==> src/rtl/syrup_port_arbiter.sv <==
// syrup_port_arbiter: shares one Syrup memory port among NUM_REQ requesters.
// Round-robin grant, registered memory command, read data routed back by id.
// Optional build macro SYRUP_ARB_LOCK_EN adds a per-requester lock input that
// lets the previous owner keep the port for up to MAX_LOCK consecutive grants.
module syrup_port_arbiter #(
   parameter int unsigned NUM_REQ    = 4,
   parameter int unsigned W_A        = 24,
   parameter int unsigned W_D        = 32,
   parameter int unsigned RD_LATENCY = 1
`ifdef SYRUP_ARB_LOCK_EN
   ,
   parameter int unsigned MAX_LOCK   = 4
`endif
) (
   input  logic                   clk,
   input  logic                   rst_n,
   input  logic                   enable,
   input  logic [NUM_REQ-1:0]     req_valid,
   input  logic [NUM_REQ-1:0]     req_we,
   input  logic [NUM_REQ*W_A-1:0] req_addr,
   input  logic [NUM_REQ*W_D-1:0] req_d,
`ifdef SYRUP_ARB_LOCK_EN
   input  logic [NUM_REQ-1:0]     req_lock,
`endif
   output logic [NUM_REQ-1:0]     req_ready,
   output logic [NUM_REQ-1:0]     resp_valid,
   output logic [W_D-1:0]         resp_q,
   output logic [W_A-1:0]         mem_addr,
   output logic [W_D-1:0]         mem_d,
   output logic                   mem_we,
   output logic                   mem_re,
   input  logic [W_D-1:0]         mem_q,
   output logic                   busy
);

   localparam int unsigned W_ID = (NUM_REQ > 1) ? $clog2(NUM_REQ) : 1;
   // Pipeline stages other than the last one; used to look ahead for busy.
   localparam logic [RD_LATENCY-1:0] EARLY_MASK =
      RD_LATENCY'((64'(1) << (RD_LATENCY - 1)) - 64'(1));

   logic [W_ID-1:0]    last;
   logic [W_ID-1:0]    rr_idx;
   logic [W_ID-1:0]    rr_sel;
   logic [NUM_REQ-1:0] rr_grant;
   logic [W_ID-1:0]    sel;
   logic [NUM_REQ-1:0] grant;
   logic               accept;
   logic               rd_issue;
   logic [W_A-1:0]     sel_addr;
   logic [W_D-1:0]     sel_d;

   logic [W_ID-1:0]       mem_id;
   logic [RD_LATENCY-1:0] pipe_vld;
   logic [W_ID-1:0]       pipe_id [RD_LATENCY];
   logic [NUM_REQ-1:0]    resp_hot;

   // Round-robin scan starting one past the last accepted requester.
   always_comb begin
      rr_grant = '0;
      rr_sel   = '0;
      rr_idx   = '0;
      for (int unsigned off = 1; off <= NUM_REQ; off++) begin
         rr_idx = W_ID'((32'(last) + off) % NUM_REQ);
         if (rr_grant == '0 && req_valid[rr_idx]) begin
            rr_grant[rr_idx] = 1'b1;
            rr_sel           = rr_idx;
         end
      end
   end

`ifdef SYRUP_ARB_LOCK_EN
   localparam int unsigned W_CNT = $clog2(MAX_LOCK + 1);

   logic [W_CNT-1:0] lock_cnt;
   logic             lock_win;

   // Previous owner keeps the port while it holds lock and has budget left.
   always_comb begin
      lock_win = (lock_cnt != '0) && (lock_cnt < W_CNT'(MAX_LOCK)) &&
                 req_valid[last] && req_lock[last];
   end

   // Final grant: lock winner first, otherwise round-robin.
   always_comb begin
      grant = '0;
      sel   = rr_sel;
      if (enable) begin
         if (lock_win) begin
            grant[last] = 1'b1;
            sel         = last;
         end else begin
            grant = rr_grant;
         end
      end
   end

   // Consecutive-grant counter for the current owner; cleared on idle cycles.
   always_ff @(posedge clk or negedge rst_n) begin
      if (!rst_n) begin
         lock_cnt <= '0;
      end else if (!accept) begin
         lock_cnt <= '0;
      end else if (sel == last && lock_cnt != '0 && lock_cnt < W_CNT'(MAX_LOCK)) begin
         lock_cnt <= lock_cnt + W_CNT'(1);
      end else begin
         lock_cnt <= W_CNT'(1);
      end
   end
`else
   // Final grant: pure round-robin gated by enable.
   always_comb begin
      grant = enable ? rr_grant : '0;
      sel   = rr_sel;
   end
`endif

   assign req_ready = grant;

   // Accept decode and selected command payload.
   always_comb begin
      accept   = |grant;
      rd_issue = accept & ~req_we[sel];
      sel_addr = req_addr[32'(sel)*W_A +: W_A];
      sel_d    = req_d[32'(sel)*W_D +: W_D];
   end

   // Round-robin pointer follows the accepted requester.
   always_ff @(posedge clk or negedge rst_n) begin
      if (!rst_n) begin
         last <= W_ID'(NUM_REQ - 1);
      end else if (accept) begin
         last <= sel;
      end
   end

   // Registered memory command; address/data hold when idle.
   always_ff @(posedge clk or negedge rst_n) begin
      if (!rst_n) begin
         mem_addr <= '0;
         mem_d    <= '0;
         mem_we   <= 1'b0;
         mem_re   <= 1'b0;
         mem_id   <= '0;
      end else begin
         mem_we <= accept & req_we[sel];
         mem_re <= rd_issue;
         if (accept) begin
            mem_addr <= sel_addr;
            mem_d    <= sel_d;
            mem_id   <= sel;
         end
      end
   end

   // Read tracking pipeline carries {valid,id} until memory data is ready.
   always_ff @(posedge clk or negedge rst_n) begin
      if (!rst_n) begin
         pipe_vld <= '0;
         for (int unsigned k = 0; k < RD_LATENCY; k++) begin
            pipe_id[k] <= '0;
         end
      end else begin
         pipe_vld[0] <= mem_re;
         pipe_id[0]  <= mem_id;
         for (int unsigned k = 1; k < RD_LATENCY; k++) begin
            pipe_vld[k] <= pipe_vld[k-1];
            pipe_id[k]  <= pipe_id[k-1];
         end
      end
   end

   // One-hot id of the read whose data is on mem_q this cycle.
   always_comb begin
      resp_hot = '0;
      resp_hot[pipe_id[RD_LATENCY-1]] = 1'b1;
   end

   // Capture read data and pulse the owning requester's valid.
   always_ff @(posedge clk or negedge rst_n) begin
      if (!rst_n) begin
         resp_valid <= '0;
         resp_q     <= '0;
      end else begin
         resp_valid <= pipe_vld[RD_LATENCY-1] ? resp_hot : '0;
         if (pipe_vld[RD_LATENCY-1]) begin
            resp_q <= mem_q;
         end
      end
   end

   // Busy mirrors next-cycle occupancy of the MEM_RE stage and the pipeline.
   always_ff @(posedge clk or negedge rst_n) begin
      if (!rst_n) begin
         busy <= 1'b0;
      end else begin
         busy <= rd_issue | mem_re | (|(pipe_vld & EARLY_MASK));
      end
   end

endmodule
==> config.mk <==
export PLATFORM = sky130hd
export DESIGN_NAME = syrup_port_arbiter
export DESIGN_NICKNAME = d
export VERILOG_FILES = /design/src/rtl/syrup_port_arbiter.sv
export SDC_FILE = /design/constraint.sdc
export NUM_CORES = 1
export LEC_CHECK = 0
export CORE_ASPECT_RATIO = 0.6
export CORE_MARGIN = 2
export CORE_UTILIZATION = 33
export CTS_BUF_LIST = sky130_fd_sc_hd__clkbuf_16
export DETAILED_ROUTE_END_ITERATION = 6
export MAX_ROUTING_LAYER = met4
export PLACE_DENSITY = 0.83
export SLEW_MARGIN = 40
export SYNTH_ARGS = -nofsm -noshare
export SYNTH_HDL_FRONTEND = slang
export SYNTH_SLANG_ARGS = --single-unit
export TNS_END_PERCENT = 20
==> constraint.sdc <==
create_clock -name clk -period 4 [get_ports clk]
set_clock_uncertainty 0.05 [all_clocks]
set_input_delay 0.8 -clock clk [delete_from_list [all_inputs] [get_ports clk]]
set_output_delay 0.8 -clock clk [all_outputs]
set_load 0.005 [all_outputs]
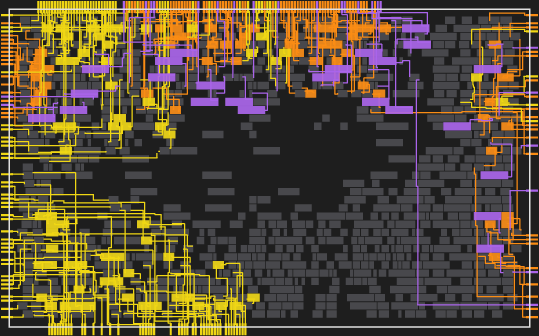
**Above:** run 1 (port wiring).
Drawn at 3 px/µm.
legend:
  purple:
    port: mem_addr
    bits: 24
    direction: output
    end_cells: 24
    buffers: 24
    wire: 914 µm
  orange:
    port: req_addr
    bits: 96
    direction: input
    end_cells: 48
    buffers: 96
    wire: 2,200 µm
  yellow:
    port: req_d
    bits: 128
    direction: input
    end_cells: 64
    buffers: 128
    wire: 3,770 µm

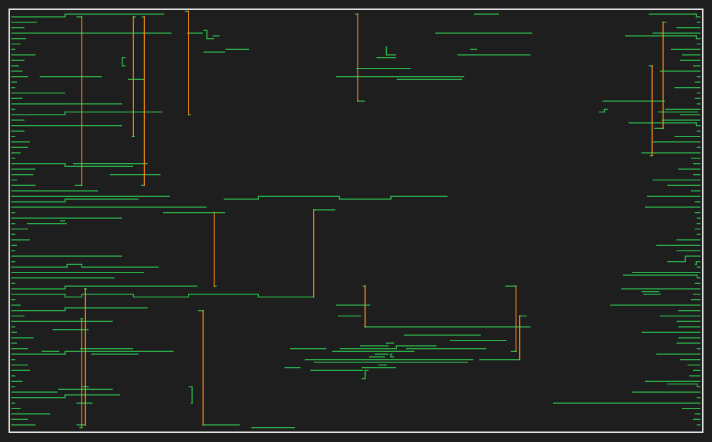
**Above:** run 1 (signal wires by layer).
Drawn at 4 px/µm. Two of the layers only.
legend:
  orange:
    layer: M4
    wire_length: 378 µm
  green:
    layer: M3
    wire_length: 2,130 µm
via count: 6,161
Wirelength per Cell: 19.9 µm
WL final: 23,500 µm

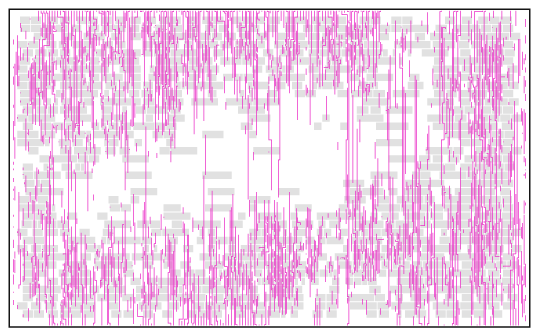
**Above:** run 1 (signal wires on met2).
Drawn at 3 px/µm.
nets with wire on the layer: 1,087
share of all routed wire: 48%
longest straight run: 52.4 µm
wire length on this layer: 11,200 µm

==> Changelog: implementation, run 1 <==
### Metrics

- Required time of the critical path: 4.16 ns
- M1 wire length: 9730 µm
- Largest stage delay on the critical path: 0.60 ns
- Placed insts: 1,125
- Final Cycle Share: 0.983
- Synth Flop Type: dfrtp_1
- VDD IR max: 0.531 mV
- Fmax: 0.254 GHz
- Hold Crit Depth: 0
- Slew HR: 0.527
- Ys flops: 102
- Register share after synthesis: 0.452
- Final Power: 12.7 mW
- Ports: 366
- Met2 usage: 0.400
- CTS tree: yes
- Highest metal layer with signal wires: met4
- Dpl ws: -0.275 ns
- Final hold violations: 0
- Number of cells on the critical path: 15
- Total GRT Usage: 0.247
- Setup violators final: 0
- Site Rows: 37
- Global route overflow: 0
- Largest net degree at the start of global routing: 78
- Die Wd: 173 µm
- Core area: 0.0169 mm²
- Async SR Flop Fraction: 1.00
- Power per cell area: 1170 mW/mm²
- Worst min-delay path startpoint: mem_id[0]$_DFFE_PN0P_
- Worst reg2reg path startpoint: last[0]$_DFFE_PN1P_
- Hold EP: pipe_id[0]$_DFF_PN0_
- Worst-margin pin slew: 0.710 ns
- Outcome: finished clean
- Yosys Chip Area: 0.00566 mm²
- Count of library flops with an enable pin: 0
- Final ANT Viol Nets: 0
- Final Util: 0.642
- Post-CTS Setup Bufs: 9
- Post-CTS Hold Buffers: 0
- Critical Path Sink: mem_d[27]$_DFFE_PN0P_
- Max Root-Sink Buffers: 2
- PortBufs: 365
- Post_cts resized: 10
- Mapped Cells: 508
- GP Congestion: 0.900
- Worst Setup SP: last[0]$_DFFE_PN1P_
- Drc violations: 0
- Final Max-Slew Violation Tally: 0
- Vias in the first global route: 6,064
- Met2 routed WL: 11,200 µm
- CP most frequent cell: buf_4
- Setup TNS: 0 ns
- Crit path arrival time: 4.09 ns
- Mapped cell area: 0.00566 mm²
- Routing usage on met1: 0.306
- Area share, top type: 0.442
- Tightest Hold Check Type: flop to flop
- Crit-path slowest cell: dfstp_2
- Met3 wire len: 2130 µm
- Clock sink count: 102
- Post-synth top area cell: dfrtp_1
- Die Span Y: 105 µm
- Clock slew at reported path FFs: 0.09 ns
- Startpoint types: flop
- Crit path max fanout: 6
- LEAKAGE: 4.52 nW
- Crit Reg-Reg Endpoint: mem_d[27]$_DFFE_PN0P_
-- run 1: kinds of logic (layout without fill, tap and decap cells) --
| logic type | after synthesis | after routing | synth area share |
|---|---|---|---|
| DFF | 102 | 102 | 0.452 |
| AOI/OAI and AO/OA | 149 | 149 | 0.196 |
| and+or+nand+nor | 93 | 95 | 0.0739 |
| buffers and inverters | 52 | 488 | 0.0504 |
| other | 0 | 1 | 0 |
| adders and majority gates | 8 | 8 | 0.0177 |
| muxes | 104 | 104 | 0.210 |
-- run 1: layout make-up --
class | count | area, µm² | area share
repair buffers | 464 | 4620 | 0.425
clock buffers | 9 | 225 | 0.0207
clock inverters | 7 | 100 | 0.00920
inverters | 8 | 32.5 | 0.00299
well taps | 234 | 293 | 0.0269
diodes | 1 | 2.50 | 0.000230
flip-flops and latches | 102 | 2550 | 0.235
multi-input cells | 356 | 3040 | 0.280
-- run 1: report_power, final --
part           switching, mW  leakage, nW  total (mW)  internal (mW)
combinational           4.70         3.11        9.88           5.18
clock                  0.443        0.158       0.950          0.507
sequential             0.280         1.25        1.90           1.62
total                   5.42         4.52        12.7           7.31
-- run 1: cell usage in the layout, fill, tap and decap left out, types with 2 or more instances in the layout --
| cell | netlist | layout |
|---|---|---|
| buf_4 | 7 | 82 |
| a211oi_2 | 0 | 2 |
| ha_4 | 0 | 3 |
| nand2_1 | 64 | 63 |
| dlymetal6s2s_1 | 0 | 7 |
| nor2_4 | 0 | 2 |
| o211ai_1 | 3 | 3 |
| or2_2 | 2 | 2 |
| o21ai_0 | 4 | 2 |
| clkdlybuf4s50_1 | 0 | 356 |
| clkbuf_16 | 0 | 12 |
| buf_8 | 0 | 2 |
| mux2_4 | 0 | 2 |
| nor3_1 | 3 | 2 |
| buf_12 | 0 | 9 |
| a21o_1 | 3 | 3 |
| mux2_2 | 37 | 36 |
| dfstp_2 | 2 | 2 |
| nand4_1 | 2 | 2 |
| ha_1 | 8 | 5 |
| a21oi_2 | 0 | 3 |
| o21ai_1 | 56 | 58 |
| inv_1 | 8 | 6 |
| a222oi_1 | 57 | 57 |
| mux2_1 | 56 | 55 |
| a21oi_4 | 0 | 3 |
| clkinv_8 | 0 | 2 |
| inv_6 | 0 | 2 |
| dfrtp_1 | 100 | 100 |
| buf_6 | 7 | 3 |
| nand3_1 | 2 | 2 |
| a21oi_1 | 13 | 7 |
| mux2i_1 | 8 | 7 |
| mux4_2 | 2 | 2 |
| nor2_1 | 7 | 5 |
-- run 1: registers in the layout (all words and copies together), names as in the netlist --
name        flops
busy            1
mem_id          2
resp_valid      4
mem_re          1
resp_q         32
pipe_vld        1
mem_we          1
pipe_id         2
mem_addr       24
last            2
mem_d          32
-- run 1: cell usage after synthesis, types with 3 or more instances --
master / n
o211ai_1: 3
ha_1: 8
buf_4: 7
o21ai_1: 56
mux2_1: 56
clkbuf_1: 20
a21o_1: 3
a21oi_1: 13
mux2i_1: 8
inv_1: 8
buf_2: 9
o21ai_0: 4
mux2_2: 37
nand2_1: 64
nor2_1: 7
a222oi_1: 57
buf_6: 7
nor3_1: 3
dfrtp_1: 100
**Run 1: the clock network**

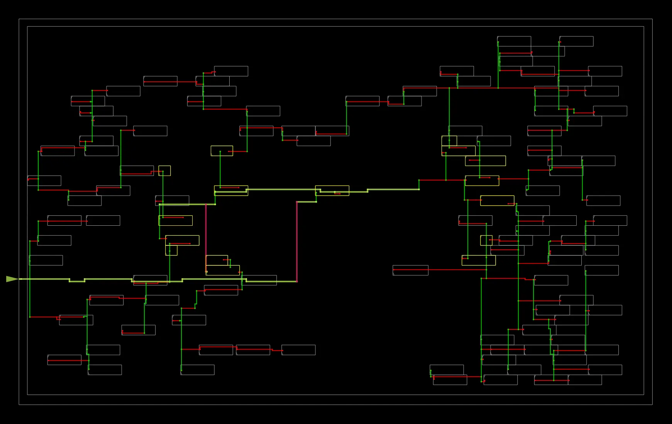

--- run 2 (diff from run 1) ---
CORE_AREA = 2 2 141 143   (was not set)
CORE_ASPECT_RATIO = not set   (was 0.6)
CORE_MARGIN = not set   (was 2)
CORE_UTILIZATION = not set   (was 33)
DIE_AREA = 0 0 143 145   (was not set)
PLACE_DENSITY = 0.74   (was 0.83)
clock period = 4.65 ns   (was 4 ns; I/O delays follow)
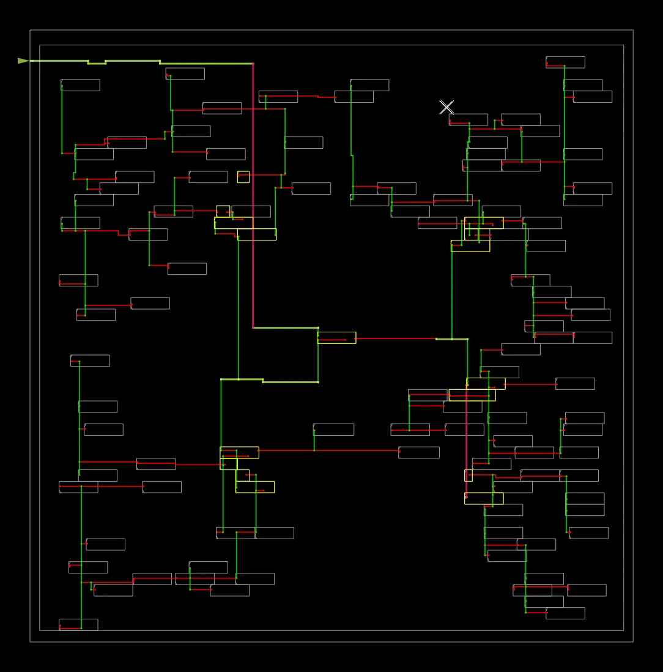
**Above:** run 2 (the clock network).
clock sink count: 102
Clk Latency, worst-skew pair: 0.33 ns
Clock Buffer Count: 9
Seq cells: 102
cts bufs inserted: 9

==> run 2 against run 1 <==
  * The run now ends with DRC left
  * Largest cell class unchanged
  * Synthesized cell count is the same
  * Core utilization shrank 12 points
  * Clock-buffer cell count is the same
==> Changelog: implementation, run 2 <==
### Metrics

- Final Cycle Share: 0.970
- Fraction of layout cells with a size suffix above 1: 0.112
- Area share, top type: 0.442
- Most frequent cells after synthesis: dfrtp_1, nand2_1, a222oi_1, mux2_1, o21ai_1
- Die Span Y: 145 µm
- Core area: 0.0192 mm²
- Final Util: 0.521
- 1st-iter DRT viols: 435
- Cell area leaders: dfrtp_1, mux2_1, a222oi_1
- Crit path max fanout: 6
- Yosys Chip Area: 0.00566 mm²
- Worst-margin pin slew: 0.669 ns
- DRT Pass-1 Iters: 7
- GP Congestion: 0.887
- Outcome: complete, but fails checks
- Hold Crit Depth: 0
- Post-CTS Hold Buffers: 0
- Hold EP: pipe_id[1]$_DFF_PN0_
- Internal: 5.12 mW
- Post-synth top area cell: dfrtp_1
- Dpl hpwl: 17,300 µm
- Crit Reg-Reg Endpoint: mem_addr[1]$_DFFE_PN0P_
- Register share of total power: 0.179
- Total GRT Usage: 0.215
- Async SR Flop Fraction: 1.00
- Crit Path Class: input pin to output pin
- Count of library flops with an enable pin: 0
- Most used routing layer: met2
- Minimum clock period: 4.51 ns
- Total of max-cap violations: 0
- Slew HR: 0.554
- Ys cells: 508
- Met3 usage: 0.0545
- Die area: 0.0207 mm²
- Vias in the first global route: 5,916
- Final Max-Slew Violation Tally: 0
- Crit path arrival time: 3.53 ns
- Met2 usage: 0.354
- Site Rows: 51
- Power per cell area: 924 mW/mm²
- Ports: 366
- Failing checks: DRC
- Clock slew at reported path FFs: 0.07 ns
- Register share after synthesis: 0.452
- Distinct lib cells: 48
- Regs by FF count: mem_d: 32 flops, resp_q: 32 flops, mem_addr: 24 flops
- Tool warnings: 34
- Global-route wire length before repair: 33,300 µm
- Final Power: 9.25 mW
- Avg Cell Area, Syn: 11.1 µm²
- Routing usage on met1: 0.256
- Fmax: 0.222 GHz
- Setup violators final: 0
- VDD IR max: 0.588 mV
- Routed vias/inst: 5.10
- Clock Tree Root: clkbuf_16
- Final ANT Viol Nets: 0
- PortBufs: 365
- RSZ-0062 raised after global routing: true
- Most numerous logic cell after layout: clkdlybuf4s50_1
- R2r setup slk: 0.43 ns
- Sw Share: 0.446
- Logic pwr share: 0.737
- FF-to-FF path depth: 13
- Wirelength per Cell: 19.8 µm
- # diodes: 0
- Die Wd: 143 µm
- Via count: 5,780
- Layout overhead on the synthesized area: 77.0%
- Synth Flop Type: dfrtp_1
- Worst min-delay path startpoint: mem_id[1]$_DFFE_PN0P_
- Fin worst setup slack: 0.141 ns
- Post-Syn Nets: 783
- Drc violations: 5
- Worst reg2reg path startpoint: last[1]$_DFFE_PN1P_
- Ys flops: 102
- Dpl ws: 0.0923 ns
- Worst Setup End Kind: output pin
- Fp util: 0.294
- Required time of the critical path: 3.67 ns
- Switch Pwr: 4.12 mW
- Startpoint types: input pin
- Clock group share of total power: 0.085
- Tightest Hold Check Type: flop to flop
- Ys Warns: 0
- Max Root-Sink Buffers: 2
- WL final: 22,400 µm
- LEAKAGE: 3.98 nW
- Top Layout Cells: clkdlybuf4s50_1, dfrtp_1, nand2_1, a222oi_1, o21ai_1
- CTS tree: yes
- Mapped cell area: 0.00566 mm²
- Mapped Cells: 508
- Final hold violations: 0
- Global route overflow: 0
- Initial antenna violation count: 0
- Yosys top cell by instances: dfrtp_1
- Layout net count: 1,139
- Largest net degree at the start of global routing: 64
- Fin Hold WS: 0.324 ns
- H-Tree Depth: 3
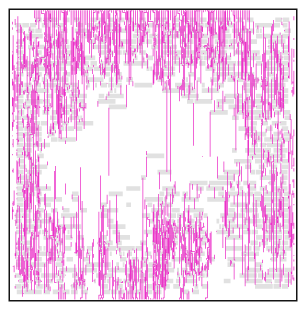
**Above:** run 2 (signal wires on met2).
Drawn at 2 px/µm.
main direction: vertical
nets with wire on the layer: 998
longest straight run: 67.3 µm
wire length on this layer: 10,900 µm

==> run 2: what timing repair did <==
item | CTS | global route
endpoints found under the hold margin | 0 | 0
setup buffers | 0 | 1
gates resized | 0 | 6
setup endpoints to repair | 0 | 4
==> run 2: kinds of logic after synthesis <==
logic type,count (synthesis),synth area share
DFF,102,0.452
muxes,104,0.210
AOI/OAI and AO/OA,149,0.196
adders and majority gates,8,0.0177
and+or+nand+nor,93,0.0739
buffers and inverters,52,0.0504
==> run 2: cell type report <==
cell class                      instances  area (µm²)
Fill cell                            1753        9200
Tap cell                              265         332
Timing Repair Buffer                  389        3920
Clock inverter                          7        80.1
Multi-Input combinational cell        354        2870
Clock buffer                            9         225
Sequential cell                       102        2550
Inverter                                8        30.0
==> run 2: power groups by stage <==
| stage | logic, mW | registers (mW) | clock network [mW] |
|---|---|---|---|
| finish | 6.81 | 1.65 | 0.782 |
| global route | 7.36 | 1.71 | 0.842 |
| CTS | 6.80 | 1.66 | 0.813 |
| detailed placement | 6.79 | 1.67 | 0 |
| global placement | 6.74 | 1.65 | 0 |
| floorplan | 4.27 | 1.65 | 0 |
==> run 2: worst max-delay path, stage by stage <==
cell	delay [ns]
clkdlybuf4s50_1	0.47
mux2i_1	0.41
o211ai_1	0.19
a22oi_2	0.41
a21o_1	0.27
nor3_2	0.08
a41oi_1	0.26
inv_1	0.06
clkdlybuf4s50_1	0.44
==> run 2: how the worst max path moves through the flow <==
stage	endpoint	start	cells past startpoint	slack (ns)
final	req_ready[2]	req_valid[2]	9	0.14
after CTS	req_ready[2]	last[1]$_DFFE_PN1P_	10	0.04
after detailed placement	req_ready[3]	req_valid[1]	8	0.09
after global placement	req_ready[3]	req_valid[1]	8	0.10
after floorplan	mem_d[19]$_DFFE_PN0P_	last[0]$_DFFE_PN1P_	14	0.91
after global routing	req_ready[1]	last[1]$_DFFE_PN1P_	10	-0.04
==> run 2: routing by layer <==
metal | routed length (µm) | up-vias
met1 | 8870 | 2750
met5 | 0 | -
li1 | - | 2675
met2 | 10900 | 325
met3 | 2110 | 30
met4 | 488 | 0
==> run 2: through the flow <==
step	setup TNS, ns	cells	instance area [µm²]
final	0	1134	10000
after global placement	0	1117	9680
after global routing	-0.0691	1134	10000
after floorplan	0	508	5660
after detailed placement	0	1117	9680
after CTS	0	1133	9980
**Run 2: a small window of the routed layout**

Window x 97 to 117, y 99 to 119 µm. Cells in gray, sequential cells in the stronger gray; small squares are vias.
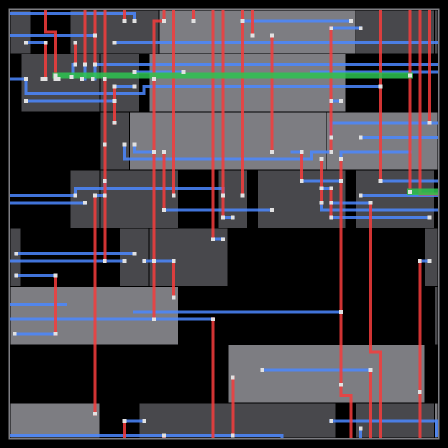

--- run 3 (diff from run 2) ---
CORE_AREA = not set   (was 2 2 141 143)
CORE_ASPECT_RATIO = 0.6   (was not set)
CORE_MARGIN = 2   (was not set)
CORE_UTILIZATION = 33   (was not set)
CTS_CLUSTER_DIAMETER = 120   (was not set)
DIE_AREA = not set   (was 0 0 143 145)
PLACE_DENSITY = 0.83   (was 0.74)
clock period = 3.68 ns   (was 4.65 ns; I/O delays follow)
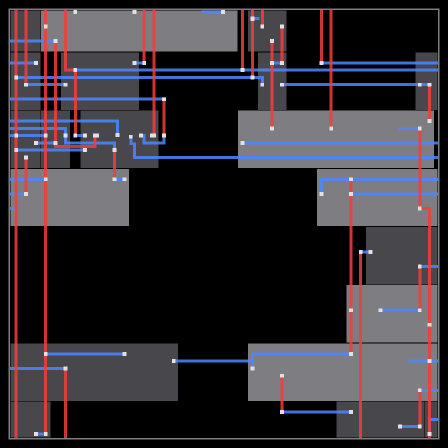
**Above:** run 3 (a small window of the routed layout).
Window x 120 to 140, y 69 to 89 µm. Cells in gray, sequential cells in the stronger gray; small squares are vias.
legend:
  blue:
    layer: M1
  red:
    layer: M2
netlist names of flops here include: mem_addr (4), resp_q (1)
sequential cells in the window: 5
cells with their middle in the window: 15
most frequent: dfrtp_1 (5)

==> run 3 against run 2 <==
  * The run ends with setup timing left
  * Sequential power up 25%
  * Global-route usage grew 3.8 points
  * Hold slack gained 0.015 ns
  * Critical path depth grew 2
  * Critical endpoint is now req_ready[1]
==> Changelog: implementation, run 3 <==
### Metrics

- Yosys Chip Area: 0.00566 mm²
- Dpl hpwl: 17,600 µm
- Worst Setup End Kind: output pin
- Global route overflow: 0
- Sw Share: 0.422
- Power per cell area: 1240 mW/mm²
- Drc violations: 0
- Clock group share of total power: 0.074
- Die Span Y: 105 µm
- Crit Path Class: flop to output pin
- Tightest Hold Check Type: flop to flop
- Ys cells: 508
- CP Cell Sequence: buf_8 -> buf_6 -> mux2i_2 -> buf_4 -> a211oi_2 -> o211ai_1 -> and3b_2 -> nand4_1 -> o21ai_0 -> and2_1 -> clkdlybuf4s15_1
- Logic pwr share: 0.772
- Most frequent cells after synthesis: dfrtp_1, nand2_1, a222oi_1, mux2_1, o21ai_1
- CP bufs+invs: 4
- Area share, top type: 0.442
- Largest net degree at the start of global routing: 74
- Crit-path slowest cell: dfstp_2
- Worst-margin pin slew: 0.713 ns
- Fp util: 0.334
- Final hold violations: 0
- Synth Flop Type: dfrtp_1
- Fmax: 0.266 GHz
- Crit path arrival time: 2.98 ns
- Delay-heaviest family, CP: buffers and inverters
- Total GRT Usage: 0.253
- Cell area leaders: dfrtp_1, mux2_1, a222oi_1
- Final ANT Viol Nets: 0
- Ys Warns: 0
- LEAKAGE: 4.38 nW
- DRT Pass-1 Iters: 6
- Final Max-Slew Violation Tally: 0
- Outcome: complete, but fails checks
- Avg Cell Area, Syn: 11.1 µm²
- Internal: 7.70 mW
- Fin worst setup slack: -0.0847 ns
- Die Wd: 173 µm
- Startpoint types: flop
- VDD IR max: 0.871 mV
- Max Root-Sink Buffers: 2
- Die area: 0.0182 mm²
- Post-Syn Nets: 783
- Cts bufs inserted: 9
- Vias in the first global route: 6,270
- Mapped cell area: 0.00566 mm²
- Regs by FF count: mem_d: 32 flops, resp_q: 32 flops, mem_addr: 24 flops
- GP Congestion: 0.895
- CTS tree: yes
- Core area: 0.0169 mm²
- Layout overhead on the synthesized area: 89.7%
- Ys flops: 102
- RSZ-0062 raised after global routing: true
- Top Layout Cells: clkdlybuf4s50_1, dfrtp_1, buf_4, nand2_1, a222oi_1
- Fraction of layout cells with a size suffix above 1: 0.201
- Via count: 6,077
- Largest stage delay on the critical path: 0.57 ns
- Routing usage on met1: 0.315
- Minimum clock period: 3.76 ns
- Crit path max fanout: 6
- Ports: 366
- Dpl ws: -0.559 ns
- Slew HR: 0.525
- Yosys top cell by instances: dfrtp_1
- Initial antenna violation count: 2
- Met3 usage: 0.0833
- PortBufs: 365
- Clock slew at reported path FFs: 0.08 ns
- Most used routing layer: met2
- WL final: 22,900 µm
- Final Util: 0.633
- Async SR Flop Fraction: 1.00
- Clk Latency, worst-skew pair: 0.34 ns
- Tool warnings: 34
- Register share after synthesis: 0.452
- Clock Tree Root: clkbuf_16
- H-Tree Depth: 3
- Post-synth top area cell: dfrtp_1
- Failing checks: setup timing
- Wirelength per Cell: 19.6 µm
- Met2 usage: 0.403
- Setup violators final: 16
- Switch Pwr: 5.63 mW
- Setup TNS: -0.498 ns
- Final Cycle Share: 1.02
- Most numerous logic cell after layout: clkdlybuf4s50_1
- Mapped Cells: 508
- Routed vias/inst: 5.20
- 1st-iter DRT viols: 697
- Total of max-cap violations: 0
- Site Rows: 37
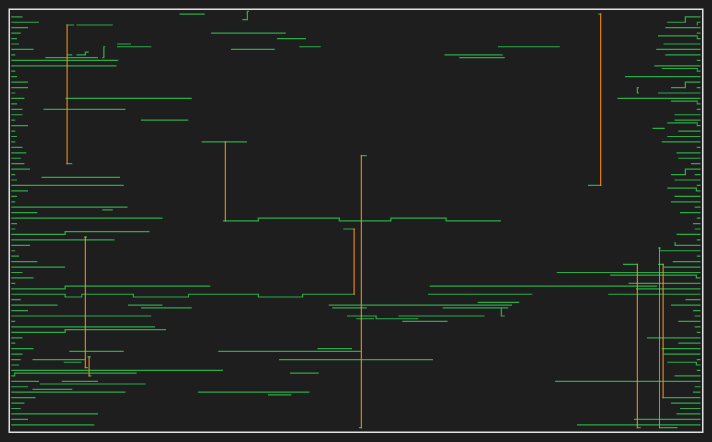
**Above:** run 3 (signal wires by layer).
Drawn at 4 px/µm. Two of the layers only.
legend:
  orange:
    layer: M4
    wire_length: 338 µm
  green:
    layer: M3
    wire_length: 2,140 µm

[run 3: logic make-up (layout without fill, tap and decap cells)]
| family | after synthesis | after routing | share of synthesized area |
|---|---|---|---|
| compound gates | 149 | 149 | 0.196 |
| other cells | 0 | 2 | 0 |
| simple gates | 93 | 93 | 0.0739 |
| mux | 104 | 104 | 0.210 |
| flops | 102 | 102 | 0.452 |
| buf+inv | 52 | 476 | 0.0504 |
| fa+ha+maj | 8 | 8 | 0.0177 |
[run 3: final cells by class]
class | instances | area, µm²
flip-flops and latches | 102 | 2550
clock buffers | 9 | 225
diodes | 2 | 5.00
fillers | 1399 | 6220
repair buffers | 452 | 4510
inverters | 8 | 32.5
well taps | 234 | 293
clock inverters | 7 | 78.8
multi-input cells | 354 | 3030
[run 3: path summary, 6_finish.rpt]
kind | startpoint | end | slack (ns) | cells past startpoint
setup / recovery | last[0]$_DFFE_PN1P_ | req_ready[1] | -0.08 | 11
hold / removal | mem_id[0]$_DFFE_PN0P_ | pipe_id[0]$_DFF_PN0_ | 0.34 | 0
setup reg to reg | last[0]$_DFFE_PN1P_ | mem_addr[6]$_DFFE_PN0P_ | -0.06 | 13
hold reg to reg | mem_id[0]$_DFFE_PN0P_ | pipe_id[0]$_DFF_PN0_ | 0.34 | 0
max in group asynchronous | rst_n | resp_q[27]$_DFFE_PN0P_ | 2.54 | 2
min in group asynchronous | rst_n | resp_q[8]$_DFFE_PN0P_ | 0.35 | 1
[run 3: stage by stage]
stage / cells / area (µm²) / hold slack, ns / total power [mW]
2_1_floorplan: 508 / 5660 / 0.299 / 7.48
3_3_place_gp: 1129 / 10000 / 0.310 / 11.3
3_5_place_dp: 1129 / 10000 / 0.318 / 11.4
4_1_cts: 1157 / 10500 / 0.336 / 12.8
5_1_grt: 1168 / 10700 / 0.349 / 14.3
6_report: 1168 / 10700 / 0.338 / 13.3
[run 3: routing by layer]
| metal | vias to the layer above | routed length [µm] |
|---|---|---|
| met5 | - | 0 |
| met4 | 0 | 337 |
| met3 | 20 | 2140 |
| met2 | 273 | 11000 |
| met1 | 2986 | 9390 |
| li1 | 2798 | - |
[run 3: power by group through the flow]
stage                     Clock, mW  Sequential (mW)  Combinational, mW
final                         0.983             2.06               10.3
after global routing           1.07             2.13               11.1
after CTS                      1.01             2.06               9.69
after global placement            0             2.05               9.24
after floorplan                   0             2.08               5.40
after detailed placement          0             2.07               9.34
[run 3: repair_timing]
item	CTS	global route
pin swaps	10	8
resized	37	29
hold buffers	0	0
cloned	0	1
hold endpoints to repair	0	0
setup endpoints to repair	25	60
setup buffers	12	8
No activity file was given, so power comes from the tool's default toggle rates.
